Fig. 1: run 1, metal 1
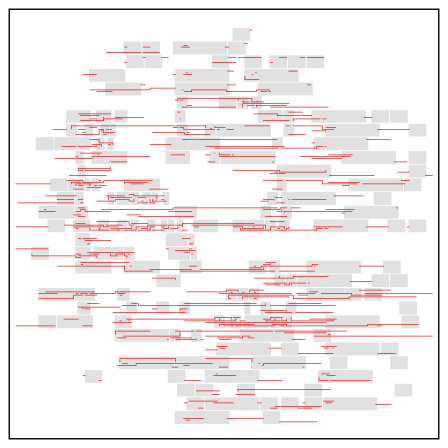
Fig. 2: run 1, met2 routing
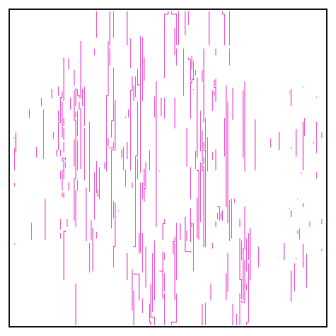
Fig. 3: run 1, metal 3
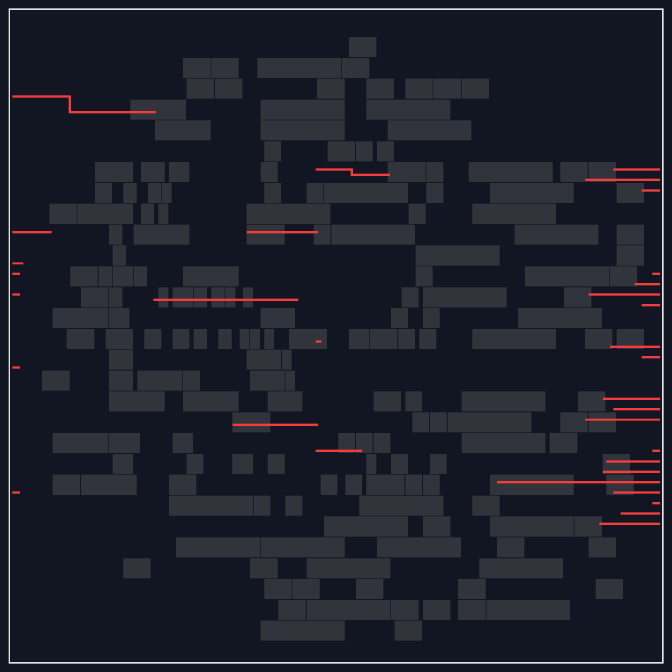
Fig. 4: run 1, routing congestion map
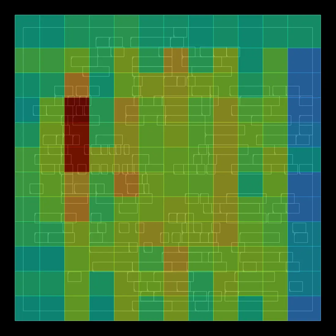
`config.mk`:
```
export PLATFORM = sky130hd
export DESIGN_NAME = fifo_rd_packer
export DESIGN_NICKNAME = d
export VERILOG_FILES = /design/src/rtl/fifo_rd_packer.sv
export SDC_FILE = /design/constraint.sdc
export NUM_CORES = 1
export LEC_CHECK = 0
export CORE_MARGIN = 2
export CORE_UTILIZATION = 26
export DETAILED_ROUTE_END_ITERATION = 12
export PLACE_DENSITY_LB_ADDON = 0.05
export SYNTH_ARGS = -nofsm -noshare
export SYNTH_HDL_FRONTEND = slang
export SYNTH_SLANG_ARGS = --single-unit
```
`constraint.sdc`:
```
create_clock -name clk -period 2.6 [get_ports clk]
set_input_delay 0.26 -clock clk [delete_from_list [all_inputs] [get_ports clk]]
set_output_delay 0.26 -clock clk [all_outputs]
set_load 0.005 [all_outputs]
```
`src/rtl/fifo_rd_packer.sv`:
```
// fifo_rd_packer: pops bytes from a synchronous FIFO read port and packs
// LANES consecutive bytes into one wide word on a valid/ready interface.
// A flush request emits the partial word with a per-lane keep mask.
// Pops are spaced IDLE/READ/CAPT so the FIFO's registered empty flag has
// settled before the next pop decision is taken.
module fifo_rd_packer #(
  parameter int WIDTH = 8,
  parameter int LANES = 4
) (
  input  logic                     clk,
  input  logic                     rst,
  input  logic                     fifo_empty,
  input  logic [WIDTH-1:0]         fifo_data,
  output logic                     fifo_rd_en,
  input  logic                     flush,
  output logic [WIDTH*LANES-1:0]   out_data,
  output logic [LANES-1:0]         out_keep,
  output logic                     out_valid,
  input  logic                     out_ready
);

  localparam int CW = $clog2(LANES);
  localparam logic [CW-1:0] LAST_LANE = CW'(LANES - 1);

  typedef enum logic [1:0] {
    IDLE = 2'd0,
    READ = 2'd1,
    CAPT = 2'd2,
    OUT  = 2'd3
  } state_t;

  state_t            state;
  state_t            state_next;
  logic [CW-1:0]     count;
  logic [WIDTH-1:0]  lanes [LANES];
  logic [LANES-1:0]  partial_keep;

  // Mask of lanes already filled, used when a flush emits a partial word.
  always_comb begin
    partial_keep = {LANES{1'b0}};
    for (int i = 0; i < LANES; i++) begin
      partial_keep[i] = (CW'(i) < count);
    end
  end

  // Next-state decision; flush outranks reading, inputs are ignored in OUT.
  always_comb begin
    state_next = state;
    case (state)
      IDLE: begin
        if (flush && (count != {CW{1'b0}})) begin
          state_next = OUT;
        end else if (!fifo_empty) begin
          state_next = READ;
        end else begin
          state_next = IDLE;
        end
      end
      READ: begin
        state_next = CAPT;
      end
      CAPT: begin
        if (count == LAST_LANE) begin
          state_next = OUT;
        end else begin
          state_next = IDLE;
        end
      end
      OUT: begin
        if (out_ready) begin
          state_next = IDLE;
        end else begin
          state_next = OUT;
        end
      end
      default: begin
        state_next = IDLE;
      end
    endcase
  end

  // State register plus Moore outputs registered from the next state.
  always_ff @(posedge clk) begin
    if (rst) begin
      state      <= IDLE;
      fifo_rd_en <= 1'b0;
      out_valid  <= 1'b0;
    end else begin
      state      <= state_next;
      fifo_rd_en <= (state_next == READ);
      out_valid  <= (state_next == OUT);
    end
  end

  // Lane capture, fill counter and keep mask; cleared after each handshake.
  always_ff @(posedge clk) begin
    if (rst) begin
      count    <= {CW{1'b0}};
      out_keep <= {LANES{1'b0}};
      for (int i = 0; i < LANES; i++) begin
        lanes[i] <= {WIDTH{1'b0}};
      end
    end else begin
      case (state)
        IDLE: begin
          if (state_next == OUT) begin
            out_keep <= partial_keep;
          end
        end
        CAPT: begin
          lanes[count] <= fifo_data;
          if (count == LAST_LANE) begin
            count    <= {CW{1'b0}};
            out_keep <= {LANES{1'b1}};
          end else begin
            count <= count + {{(CW-1){1'b0}}, 1'b1};
          end
        end
        OUT: begin
          if (out_ready) begin
            count    <= {CW{1'b0}};
            out_keep <= {LANES{1'b0}};
            for (int i = 0; i < LANES; i++) begin
              lanes[i] <= {WIDTH{1'b0}};
            end
          end
        end
        default: begin
          count <= count;
        end
      endcase
    end
  end

  // Flatten lane registers into the output word, lane 0 in the low bits.
  always_comb begin
    out_data = {(WIDTH*LANES){1'b0}};
    for (int i = 0; i < LANES; i++) begin
      out_data[i*WIDTH +: WIDTH] = lanes[i];
    end
  end

endmodule

```
==> notes.md, run 1 <==
yosys + openroad results -> clk ins delay skew pair 0.29 ns, share of layout cells above drive strength 1 10.1%, Peak VDD IR 208 uV, crit path DRT 2.59 ns, power per cell area 593 nW/um2, Crit Path Max Fanout 21, Via density 4.45, most common library cells after synthesis and3_1 (32), edfxtp_1 (32), dfxtp_1 (10), a21oi_1 (6), o21ai_0 (6), Worst EP arrival 1.79 ns, DRT Pass-1 Iters 4, wire per inst 15.5 um, OpenROAD warning count 29, IO buf count 50, Post-synth EDFFs 32, number of cells in Yosys stat 125, Min Hold Slack 0.480 ns, Seq. cell area 1160 um2, Clk Tree Root Cell clkbuf_8, placer congestion estimate 0.743, Final Core Density 37.8%, final setup vio count 0, Vias 1,138, Worst-Margin Slew 0.610 ns, kind of cell adding the most delay to the critical path simple AND/OR/NAND/NOR gates, area figure in the yosys stat output 1710 um2, fmax 555 MHz, final wirelength 3960 um, element type at the critical path start flop, antenna violations before repair 0, hold_buf cts 0, post-layout net count 195, Post-Synthesis Cells 125, CTS Buf Count 5, dominant cell type by area after synthesis edfxtp_1, Yosys Warn Count 0, Post-synth regs 42, final setup TNS 0 ns, WP buf/inv 1, Crit Path Class reg -> reg, Commonest flop edfxtp_1, RSZ-0062 raised after global routing false, setup bufs post-CTS 0, hold wc startpoint out_keep[0], syn_area_per_cell 13.7 um2, GRT Overall Usage 11.5%, largest net degree at the start of global routing 22, Rows 29, initial DRC count 81, vias in the first global route 1,185, GR Overflow Total 0, io pins 51, P&R area growth vs syn 40.5%, Critical path origin state[1], Slew Viols, Final 0, post-synth cell types 28, Detailed Place HPWL 2970 um, Seq share, synth 67.9%, H-tree depth 2, Lkg Pwr 0.973 nW, fill cell count 625, core area 6350 um2, FP Core Util 26.9%, cell internal pwr 1.12 mW, PostCTS Resize Cnt 0, Period minus WS final 1.80 ns, first-pass GRT wire length 6320 um, Worst Hold Class reg -> reg, Mapped Nets 142, Area leader share 56.2%, die outline width 85.1 um, CTS clk-pin slew, worst paths 0.08 ns, sw frac 21.3%, die y size 85.1 um, final hold viol count 0, CTS tree done, post-synthesis instance area 1710 um2, Comb area 495 um2, die area 7240 um2, Critical-path top delay cell nor3_4, Detail Route Antenna Nets 0, max-cap violations 0, # DRC 0, combinational power share 10.4%, crit share post-route 69.4%, asr flop ratio synth 0%, R2R Path Start state[1], clock network power share 35.7%, top cells, area edfxtp_1 (56%), and3_1 (12%), dfxtp_1 (12%), antenna fix cells 0, Clock Path Buffers 2, Slew HR 59.2%, status finished, final reports clean, endpoint type of the worst setup path flop, crit-path cells inv_2 > nor3_4 > a21bo_2, Psw 0.303 mW, Worst Skew 0.00630 ns, Flop pwr share 53.9%, TritonCTS Sinks 42, Largest stage delay, worst path 0.56 ns
-- Fig. 1 (at the start) --
longest straight run = 26.7 um
nets with wire on the layer = 167
main direction = horizontal
wire length on this layer = 1,830 um
share of all routed wire = 46%

-- Fig. 2 (at the start) --
wire length on this layer = 1,870 um
nets with wire on the layer = 160

-- Fig. 3 (at the start) --
wire length on this layer = 201 um
share of all routed wire = 5.1%
main direction = horizontal
longest straight run = 21.0 um

-- Fig. 4 (at the start) --
met2 Usage GRT: 18.5%
grt peak-use layer: met2

[run 1: power groups by stage]
stage | Clock [mW] | Combinational [mW] | Sequential [mW]
after global routing | 0.556 | 0.162 | 0.773
after CTS | 0.524 | 0.150 | 0.769
after global placement | 0 | 0.149 | 0.784
after detailed placement | 0 | 0.150 | 0.784
after floorplan | 0 | 0.0566 | 0.782
final | 0.508 | 0.148 | 0.768
[run 1: layer usage]
| metal | up-vias | part of all wire, % | track usage, % |
|---|---|---|---|
| met5 | - | 0 | 0 |
| met4 | 0 | 1.5 | 4.33 |
| met3 | 7 | 5.1 | 3.40 |
| met2 | 32 | 47 | 18.5 |
| met1 | 529 | 46 | 14.5 |
| li1 | 570 | - | - |
[run 1: flip-flops by register name (all words and copies together), names as in the netlist]
signal and flops:
lanes 32, out_keep 4, count 2, state 2
fifo_rd_en 1, out_valid 1
[run 1: cells in the final DEF, fill, tap and decap left out, drive strengths merged, types with 3 or more instances in the layout]
| master | Yosys | layout |
|---|---|---|
| clkdlybuf4s50 | 0 | 50 |
| and3 | 32 | 32 |
| edfxtp | 32 | 32 |
| dfxtp | 10 | 10 |
| o21ai | 7 | 7 |
| a21oi | 6 | 6 |
| clkbuf | 5 | 6 |
| nand2 | 4 | 4 |
| ha | 4 | 4 |
| inv | 4 | 4 |
| a21bo | 3 | 3 |
| buf | 2 | 3 |
[run 1: kinds of logic after synthesis]
group,after synthesis,share of synthesized area (%)
simple gates,46,17.3
flops,42,67.9
compound gates,21,8.20
buf+inv,11,3.07
fa+ha+maj,4,2.93
mux,1,0.586
[run 1: final timing paths]
kind | end | slack [ns] | cells after the start
setup / recovery | lanes[0][1] | 0.80 | 3
hold / removal | out_keep[0] | 0.48 | 1
setup reg to reg | lanes[0][1] | 0.80 | 3
hold reg to reg | out_keep[0] | 0.48 | 1
[run 1: stage by stage]
| step | std cells | cell area, um2 | worst slack [ns] | power (mW) |
|---|---|---|---|---|
| after detailed placement | 248 | 2290 | 0.581 | 0.934 |
| final | 256 | 2400 | 0.797 | 1.42 |
| after global placement | 248 | 2290 | 0.625 | 0.933 |
| after CTS | 256 | 2400 | 0.805 | 1.44 |
| after floorplan | 125 | 1710 | 1.09 | 0.839 |
| after global routing | 256 | 2400 | 0.644 | 1.49 |
[run 1: layout make-up]
| class | instances | area share (%) |
|---|---|---|
| tap | 77 | 4.01 |
| clock inverter | 2 | 1.56 |
| timing repair buffer | 53 | 21.8 |
| inverter | 4 | 0.625 |
| multi-input combinational | 72 | 20.6 |
| clock buffer | 6 | 3.02 |
| sequential | 42 | 48.4 |
Fig. 5: run 1, sequential cells grouped by signal name
Bar = 20 um. Other sequential cells in the stronger grey, the rest of the logic in the fainter grey.
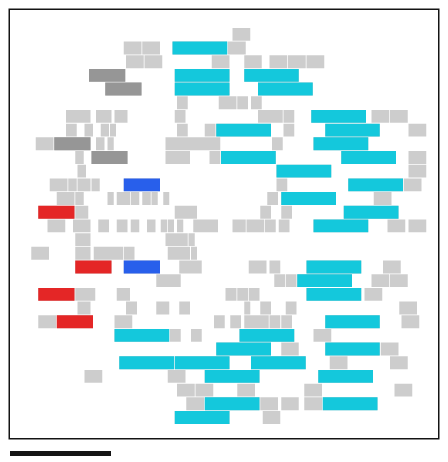

==> run 1 -> run 2 <==
clock period = 1.5 ns   (was 2.6 ns; I/O delays follow)
Fig. 6: run 2, sequential cells grouped by signal name
Bar = 20 um. Other sequential cells in the stronger grey, the rest of the logic in the fainter grey.
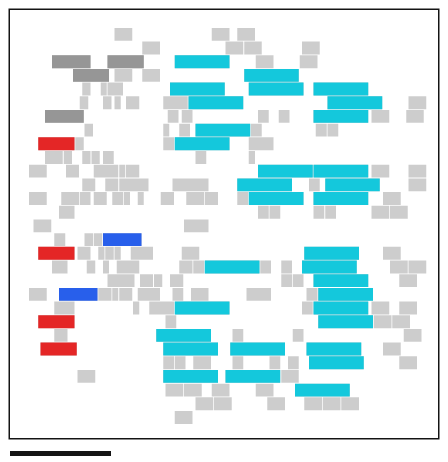
lanes -> cyan  # placed flops 32
count -> blue  # placed flops 2
out_keep -> red  # placed flops 4
not coloured = 4

==> run 2 against run 1 <==
Against the previous run:
- non-clock buffer count rose by 9
- hold slack got worse by 0.037 ns
- largest power group unchanged
- highest routed layer unchanged
- critical endpoint is now out_keep[1]
- first-iteration DRC count rose by 9.9%
- cell count rose by 3.5%
- sequential power rose by 73%
- routed wire length fell by 1.3%
==> notes.md, run 2 <==
yosys + openroad results -> die y size 85.1 um, Slew HR 71.3%, WHS Endpoint fifo_rd_en, wire per inst 14.8 um, simple share 17.3%, Largest regs lanes x32, out_keep x4, power per cell area 931 nW/um2, core area 6350 um2, dominant cell type by area after synthesis edfxtp_1, post-layout net count 204, Peak VDD IR 336 uV, Worst Skew 0.00631 ns, CTS tree done, area figure in the yosys stat output 1710 um2, endpoint type of the worst setup path flop, number of cells in Yosys stat 125, IO buf count 50, top cells, area edfxtp_1 (56%), and3_1 (12%), dfxtp_1 (12%), Worst-Margin Slew 0.428 ns, hold wc startpoint fifo_empty, Min Hold Slack 0.443 ns, Area leader share 56.2%, FF-to-FF path depth 4, die outline width 85.1 um, H-tree depth 2, antenna fix cells 0, final instance area 2460 um2, Worst EP arrival 1.66 ns, Layout Cells excl Fill 265, dpl cells 257, Hold Path Depth 2, Detailed Place HPWL 2920 um, Post-synth regs 42, vias in the first global route 1,228, Worst Hold Class in -> reg, Mapped Nets 142, mux share 0.586%, Commonest flop edfxtp_1, kind of cell adding the most delay to the critical path simple AND/OR/NAND/NOR gates, Crit Path Max Fanout 4, dpl cell area 2370 um2, die area 7240 um2, biggest combinational cell group after synthesis simple AND/OR/NAND/NOR gates, most common library cells after synthesis and3_1 (32), edfxtp_1 (32), dfxtp_1 (10), a21oi_1 (6), o21ai_0 (6), Crit Path Class reg -> reg, crit path DRT 1.68 ns, DRT Pass-1 Iters 4, GR Overflow Total 0, RSZ-0062 raised after global routing true, Via density 4.43, Critical-path top delay cell or4b_4, fill cell count 608, Period minus WS final 1.48 ns, element type at the critical path start flop, Clock Path Buffers 2, CTS clk-pin slew, worst paths 0.07 ns, fmax 676 MHz, OpenROAD warning count 30, Lkg Pwr 1.02 nW, FP Core Util 26.9%, FA/HA/MAJ Cells, Area Fraction 2.93%, final worst slack 0.0210 ns, final setup TNS 0 ns, syn_area_per_cell 13.7 um2, Clk Tree Root Cell clkbuf_8, Rows 29, first-pass GRT wire length 6280 um, Largest Register lanes, crit-path cells inv_1 > ha_2 > or4b_4 > o221a_2, crit share post-route 98.6%, reg2reg end out_keep[1], total power 2.29 mW, Detail Route Antenna Nets 0, Vias 1,175, Post-Synthesis Cells 125, post-synthesis instance area 1710 um2, share of layout cells above drive strength 1 16.5%, most common logic cells in the final layout clkdlybuf4s50_1 (50), and3_1 (32), edfxtp_1 (32), buf_4 (11), Seq share, synth 67.9%, clk ins delay skew pair 0.29 ns, io pins 51, Top cell excl fill/tap clkdlybuf4s50_1, # DRC 0, antenna violations before repair 0, WP buf/inv 1, Post-Synth AOI/OAI Area 8.20%, TritonCTS Sinks 42, final wirelength 3910 um, status finished, final reports clean, max-cap violations 0, final setup vio count 0, largest net degree at the start of global routing 18, post-synth cell types 28, XOR/XNOR Fraction of Synth Area 0%, Yosys Warn Count 0, placer congestion estimate 0.796, asr flop ratio synth 0%, P&R area growth vs syn 43.9%, Largest stage delay, worst path 0.52 ns, Slew Viols, Final 0, max reg flops 32, pre-CTS setup slack -0.173 ns, initial DRC count 89, CTS Buf Count 5, R2R Setup Slk 0.02 ns, R2R Path Start count[0], Post-synth EDFFs 32, final hold viol count 0
Fig. 7: run 2, routing congestion map
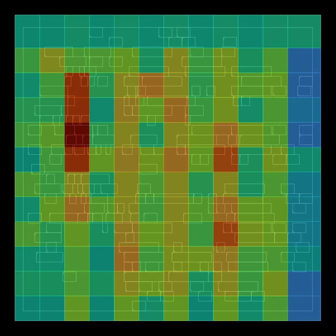
GRT Overall Usage: 11.4%
met3 Use GR: 3.60%
Final Core Density: 38.7%
met2 Usage GRT: 18.8%

## run 2: worst max-delay path by stage
| stage | depth (start not counted) | end | from | slack, ns |
|---|---|---|---|---|
| floorplan | 4 | out_keep[1] | count[1] | 0.01 |
| global placement | 3 | lanes[0][6] | rst | -0.13 |
| detailed placement | 3 | lanes[0][1] | rst | -0.17 |
| CTS | 2 | lanes[0][1] | state[0] | 0.008 |
| global route | 4 | out_keep[1] | count[0] | -0.01 |
| finish | 4 | out_keep[1] | count[0] | 0.02 |
## run 2: cell type report
cell class              count  area, um2  area share [%]
clock inverters             2       8.76           0.356
clock buffers               6       72.6            2.95
well taps                  77       96.3            3.92
inverters                   4       15.0           0.610
repair buffers             62        603            24.5
multi-input cells          72        498            20.2
flip-flops and latches     42       1170            47.4
## run 2: report_power, final
part	switching (mW)	leakage (nW)	total, mW	internal [mW]
Combinational	0.119	0.558	0.279	0.160
Clock	0.360	0.0426	0.680	0.320
Sequential	0.0267	0.414	1.33	1.31
## run 2: kinds of logic after synthesis
logic type / after synthesis
adder cells (fa/ha/maj): 4
AND-OR/OR-AND: 21
flip-flops: 42
multiplexers: 1
buffers and inverters: 11
AND/OR/NAND/NOR: 46
## run 2: what timing repair did
item / 4_1_cts / 5_1_grt
gates resized: 1 / 4
buffers inserted: 0 / 0
hold buffers: 0 / 0
setup endpoints to repair: 1 / 36
pin swaps: 0 / 0
## run 2: worst register-to-register path, cell delays in order (launching register included)
cell     delay (ns)
dfxtp_2        0.33
inv_1          0.05
ha_2           0.19
or4b_4         0.52
o221a_2        0.28
## run 2: per-layer routing
layer | up-vias | routed length [um] | global-route usage [%]
met5 | - | 0 | 0
met1 | 547 | 1700 | 13.8
met3 | 6 | 242 | 3.60
met4 | 0 | 58 | 4.33
met2 | 33 | 1910 | 18.8
li1 | 589 | - | -
Power and IR drop assume default switching activity.
